[src/rtl/acc_bank_pkg.sv]
// Shared types for the BeeF accumulator unit: source selector, control and byte aliases.
package acc_bank_pkg;

  localparam int unsigned ACC_SRC_W = 2;

  // Accumulator load source selector.
  typedef enum logic [ACC_SRC_W-1:0] {
    ACC_SRC_ALU   = 2'd0,
    ACC_SRC_MEM   = 2'd1,
    ACC_SRC_IMM   = 2'd2,
    ACC_SRC_DELTA = 2'd3
  } acc_src_e;

  // Single-bit datapath control.
  typedef logic CONTROL;

  // WIDTH=8 data alias.
  typedef logic [7:0] BYTE;

endpackage

[src/rtl/acc_save_stack.sv]
// LIFO save stack for the accumulator.
// Ports: clock/reset_n; push/pop request (both = swap); wr_data is the value saved;
// top_c is the current top entry; restore_c flags that the accumulator should take top_c;
// depth/err are registered; full_c/empty_c decode depth.
module acc_save_stack
  import acc_bank_pkg::*;
#(
  parameter int unsigned WIDTH = 8,
  parameter int unsigned DEPTH = 4
) (
  input  logic                         clock,
  input  logic                         reset_n,
  input  logic                         push,
  input  logic                         pop,
  input  logic [WIDTH-1:0]             wr_data,
  output logic [WIDTH-1:0]             top_c,
  output logic                         restore_c,
  output logic [$clog2(DEPTH+1)-1:0]   depth,
  output logic                         full_c,
  output logic                         empty_c,
  output logic                         err
);

  localparam int unsigned DW = $clog2(DEPTH + 1);
  localparam int unsigned AW = (DEPTH > 1) ? $clog2(DEPTH) : 1;

  logic [WIDTH-1:0] r_mem [2**AW];
  logic [DW-1:0]    r_depth;
  logic             r_err;

  CONTROL           w_push_ok;
  CONTROL           w_pop_ok;
  CONTROL           w_swap_ok;
  CONTROL           w_fault;
  logic [AW-1:0]    w_top_idx;
  logic [AW-1:0]    w_wr_idx;

  // Operation decode; faulting requests leave the stack untouched.
  always_comb begin
    full_c    = (r_depth == DW'(DEPTH));
    empty_c   = (r_depth == '0);
    w_push_ok = push & ~pop & ~full_c;
    w_pop_ok  = pop & ~push & ~empty_c;
    w_swap_ok = push & pop & ~empty_c;
    w_fault   = (push & ~pop & full_c) | (pop & empty_c);
    w_top_idx = AW'(r_depth - DW'(1));
    w_wr_idx  = w_swap_ok ? w_top_idx : AW'(r_depth);
  end

  assign top_c     = r_mem[w_top_idx];
  assign restore_c = w_pop_ok | w_swap_ok;
  assign depth     = r_depth;
  assign err       = r_err;

  // Pointer and sticky error.
  always_ff @(posedge clock or negedge reset_n) begin
    if (!reset_n) begin
      r_depth <= '0;
      r_err   <= 1'b0;
    end else begin
      if (w_push_ok)     r_depth <= r_depth + DW'(1);
      else if (w_pop_ok) r_depth <= r_depth - DW'(1);
      if (w_fault)       r_err   <= 1'b1;
    end
  end

  // Storage; contents are intentionally not reset.
  always_ff @(posedge clock) begin
    if (w_push_ok | w_swap_ok) r_mem[w_wr_idx] <= wr_data;
  end

endmodule

[src/rtl/acc_bank.sv]
// Accumulator unit: source mux, +/-1 step (wrap or saturate), accumulator register and save stack.
// Ports: clock/reset_n; acc_write/acc_src/delta_dec select the load; alu_out/mem_out/imm data;
// push/pop drive the save stack; acc_out/depth/stack_err registered, acc_zero/stack_full/stack_empty decodes.
module acc_bank
  import acc_bank_pkg::*;
#(
  parameter int unsigned WIDTH    = 8,
  parameter int unsigned DEPTH    = 4,
  parameter bit          SATURATE = 1'b0
) (
  input  logic                         clock,
  input  logic                         reset_n,
  input  logic                         acc_write,
  input  logic [1:0]                   acc_src,
  input  logic                         delta_dec,
  input  logic [WIDTH-1:0]             alu_out,
  input  logic [WIDTH-1:0]             mem_out,
  input  logic [WIDTH-1:0]             imm,
  input  logic                         push,
  input  logic                         pop,
  output logic [WIDTH-1:0]             acc_out,
  output logic                         acc_zero,
  output logic [$clog2(DEPTH+1)-1:0]   depth,
  output logic                         stack_full,
  output logic                         stack_empty,
  output logic                         stack_err
);

  logic [WIDTH-1:0] r_acc;
  logic [WIDTH-1:0] w_delta;
  logic [WIDTH-1:0] w_src;
  logic [WIDTH-1:0] w_top;
  logic [WIDTH-1:0] w_acc_nxt;
  CONTROL           w_restore;

  acc_save_stack #(
    .WIDTH (WIDTH),
    .DEPTH (DEPTH)
  ) u_stack (
    .clock     (clock),
    .reset_n   (reset_n),
    .push      (push),
    .pop       (pop),
    .wr_data   (r_acc),
    .top_c     (w_top),
    .restore_c (w_restore),
    .depth     (depth),
    .full_c    (stack_full),
    .empty_c   (stack_empty),
    .err       (stack_err)
  );

  // Step by one; in saturating builds the ends of the range are sticky.
  always_comb begin
    w_delta = delta_dec ? (r_acc - WIDTH'(1)) : (r_acc + WIDTH'(1));
    if (SATURATE) begin
      if (delta_dec && (r_acc == '0))       w_delta = '0;
      else if (!delta_dec && (r_acc == '1)) w_delta = '1;
    end
  end

  // Source select and load priority: write beats restore beats hold.
  always_comb begin
    w_src = alu_out;
    case (acc_src_e'(acc_src))
      ACC_SRC_ALU:   w_src = alu_out;
      ACC_SRC_MEM:   w_src = mem_out;
      ACC_SRC_IMM:   w_src = imm;
      ACC_SRC_DELTA: w_src = w_delta;
      default:       w_src = alu_out;
    endcase
    w_acc_nxt = r_acc;
    if (acc_write)      w_acc_nxt = w_src;
    else if (w_restore) w_acc_nxt = w_top;
  end

  always_ff @(posedge clock or negedge reset_n) begin
    if (!reset_n) r_acc <= '0;
    else          r_acc <= w_acc_nxt;
  end

  assign acc_out  = r_acc;
  assign acc_zero = (r_acc == '0);

endmodule
[config.mk]
export PLATFORM = sky130hd
export DESIGN_NAME = acc_bank
export DESIGN_NICKNAME = d
export VERILOG_FILES = /design/src/rtl/acc_bank_pkg.sv /design/src/rtl/acc_save_stack.sv /design/src/rtl/acc_bank.sv
export SDC_FILE = /design/constraint.sdc
export NUM_CORES = 1
export LEC_CHECK = 0
export CAP_MARGIN = 20
export CORE_ASPECT_RATIO = 1.2
export CORE_MARGIN = 2
export CORE_UTILIZATION = 52
export DETAILED_ROUTE_END_ITERATION = 10
export PLACE_DENSITY = 0.79
export SYNTH_ARGS = -nofsm -noshare
export SYNTH_HDL_FRONTEND = slang
export SYNTH_SLANG_ARGS = --single-unit
[constraint.sdc]
create_clock -name clock -period 3.5 [get_ports clock]
set_clock_uncertainty 0.05 [all_clocks]
set_input_delay 0.35 -clock clock [delete_from_list [all_inputs] [get_ports clock]]
set_output_delay 0.35 -clock clock [all_outputs]
set_load 0.01 [all_outputs]
### Metal layers overlaid

Scale bar: 20 microns. Two of the layers only.
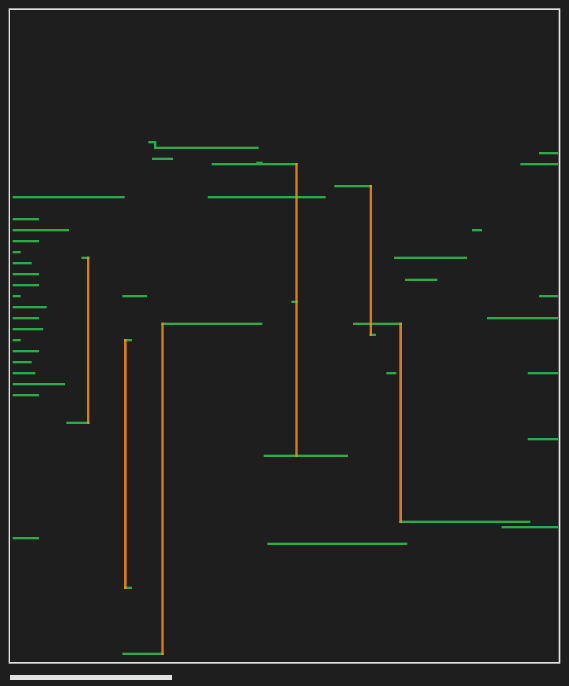
green -> met3  # wire length 230 microns
orange -> met4  # wire length 171 microns

==> flow_summary.yaml <==
# synthesis and place-and-route metrics
status:
  status: "complete, no violations"
floorplanning:
  dieArea_sq_um: 5469
  initCoreUtil_pct: 54.56
  die_y_microns: 80.62
  die_w_microns: 67.85
yosys:
  syn_avg_cell_area_sq_um: 12.53
  ys_cells: 203
  synthTopCellsByArea: "edfxtp_1 (38%), dfrtp_1 (12%), mux4_2 (8.9%)"
  topCombFamilyByArea: "multiplexers"
  yosysTopAreaCell: "edfxtp_1"
  async_reset_ff_share_pct: 27.27
  synth_compound_gate_area_share_pct: 13.77
  synth-edff-count: 32
  ys_seq_share_pct: 49.58
  mux_area_share_pct: 15.00
  synth_adder_area_share_pct: 5.214
  syn_area_sq_um: 2544
  synth-main-ff-cell: "edfxtp_1"
min_path:
  min_from: "u_stack.err"
  hold_class: "reg2reg"
  min_delay_worst_endpoint: "u_stack.err"
  hold_depth: 1
drt:
  drtIter0Drc: 190
  wl_met2_microns: 3044
  wl_met1_microns: 2369
  post_drt_wl_per_cell_microns: 18.88
  via_per_inst: 6.169
  dr.pass1.iters: 4
layout:
  largest_register_ffs: 32
  nNetsFinal: 291
  num_antenna_cells: 0
  final_cells: 308
  top_area_cell_class: "sequential cells"
  comb-cell-share_pct: 37.59
  synthToLayoutAreaGrowth_pct: 23.27
  regArea_sq_um: 1261
  fin_area_sq_um: 3136
  lay_top_count: "clkdlybuf4s50_1"
  seq_share_pct: 40.22
  regMostFlops: "u_stack.r_mem"
  comb_cells: 136
  drive_gt1_share_pct: 10.80
  fillers: 352
  non_clock_buffer_count: 50
  flops: 44
  clk_share_pct: 2.793
clock_tree:
  clkTransAtPathRegs_ns: 0.08
  cts.sink_count: 44
  cts_resized: 0
  h-tree-depth: 2
  cts_buffers: 5
  clk_latency_ns: 0.29
pwr:
  leakagePower_nw: 1.166
  pg_comb_mw: 1.09
  p_seq_uw: 896
  irDropWorstVdd_v: 0.0003408
  p_comb_share_pct: 47.5
  switchingPower_uw: 859.0
  maxPowerGroup: "combinational logic"
  p_per_area_nw_per_um2: 732.6
  powerClk_uw: 311
  finalPower_mw: 2.297
placed_design:
  io_buffers: 46
  place_ws_ns: 0.8418
  placed_cell_area_sq_um: 3048
  place_inst: 300
critical_path:
  reg2reg_slack_ns: 0.82
  critical_path_class: "reg2out"
  max_stage_delay_ns: 0.53
  end_kind: "output port"
  cp.arrival_ns: 2.30
  path_common_cell: "inv_1"
  crit_start: "u_stack.depth[0]"
  critPathTopFamily: "buffers and inverters"
  r2r-end: "u_stack.r_mem[2][1]"
timing:
  timing.fmax_mhz: 369.8
  whs_ns: 0.4066
  min_period_ns: 2.704
  finalCritPeriodShare_pct: 77.27
  rsz0062_at_grt: "no"
  relSlewSlack_pct: 50.65
  slew_violations: 0
  tns_ns: 0
  timing.final.ws_setup_ns: 0.7955
flow_run:
  tool_warnings: 28
  cap_violations: 0
global_route:
  grt_overflow: 0
  grt.total_usage_pct: 23.93
  grt_pass1_vias: 1890
  top_usage_layer: "met2"
  antenna_found_initial: 0
  grt.met3_usage_pct: 4.202
  grt_pass1_wl_microns: 9377
### Zoomed window

Scale bar: 5 microns. Window x 41 to 61, y 50 to 70 microns. Cells in grey, sequential cells in the stronger grey; small squares are vias.
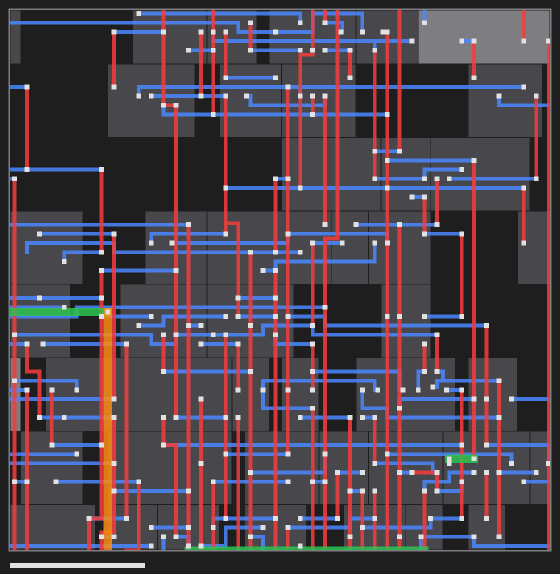
blue -> met1
green -> met3
orange -> met4
red -> met2
netlist names of flops here include = u_stack.err (1)
sequential cells in the window = 1
cells with their middle in the window = 38
most frequent = nand2b_1 (4)

Power is estimated from default activity; no workload was simulated.
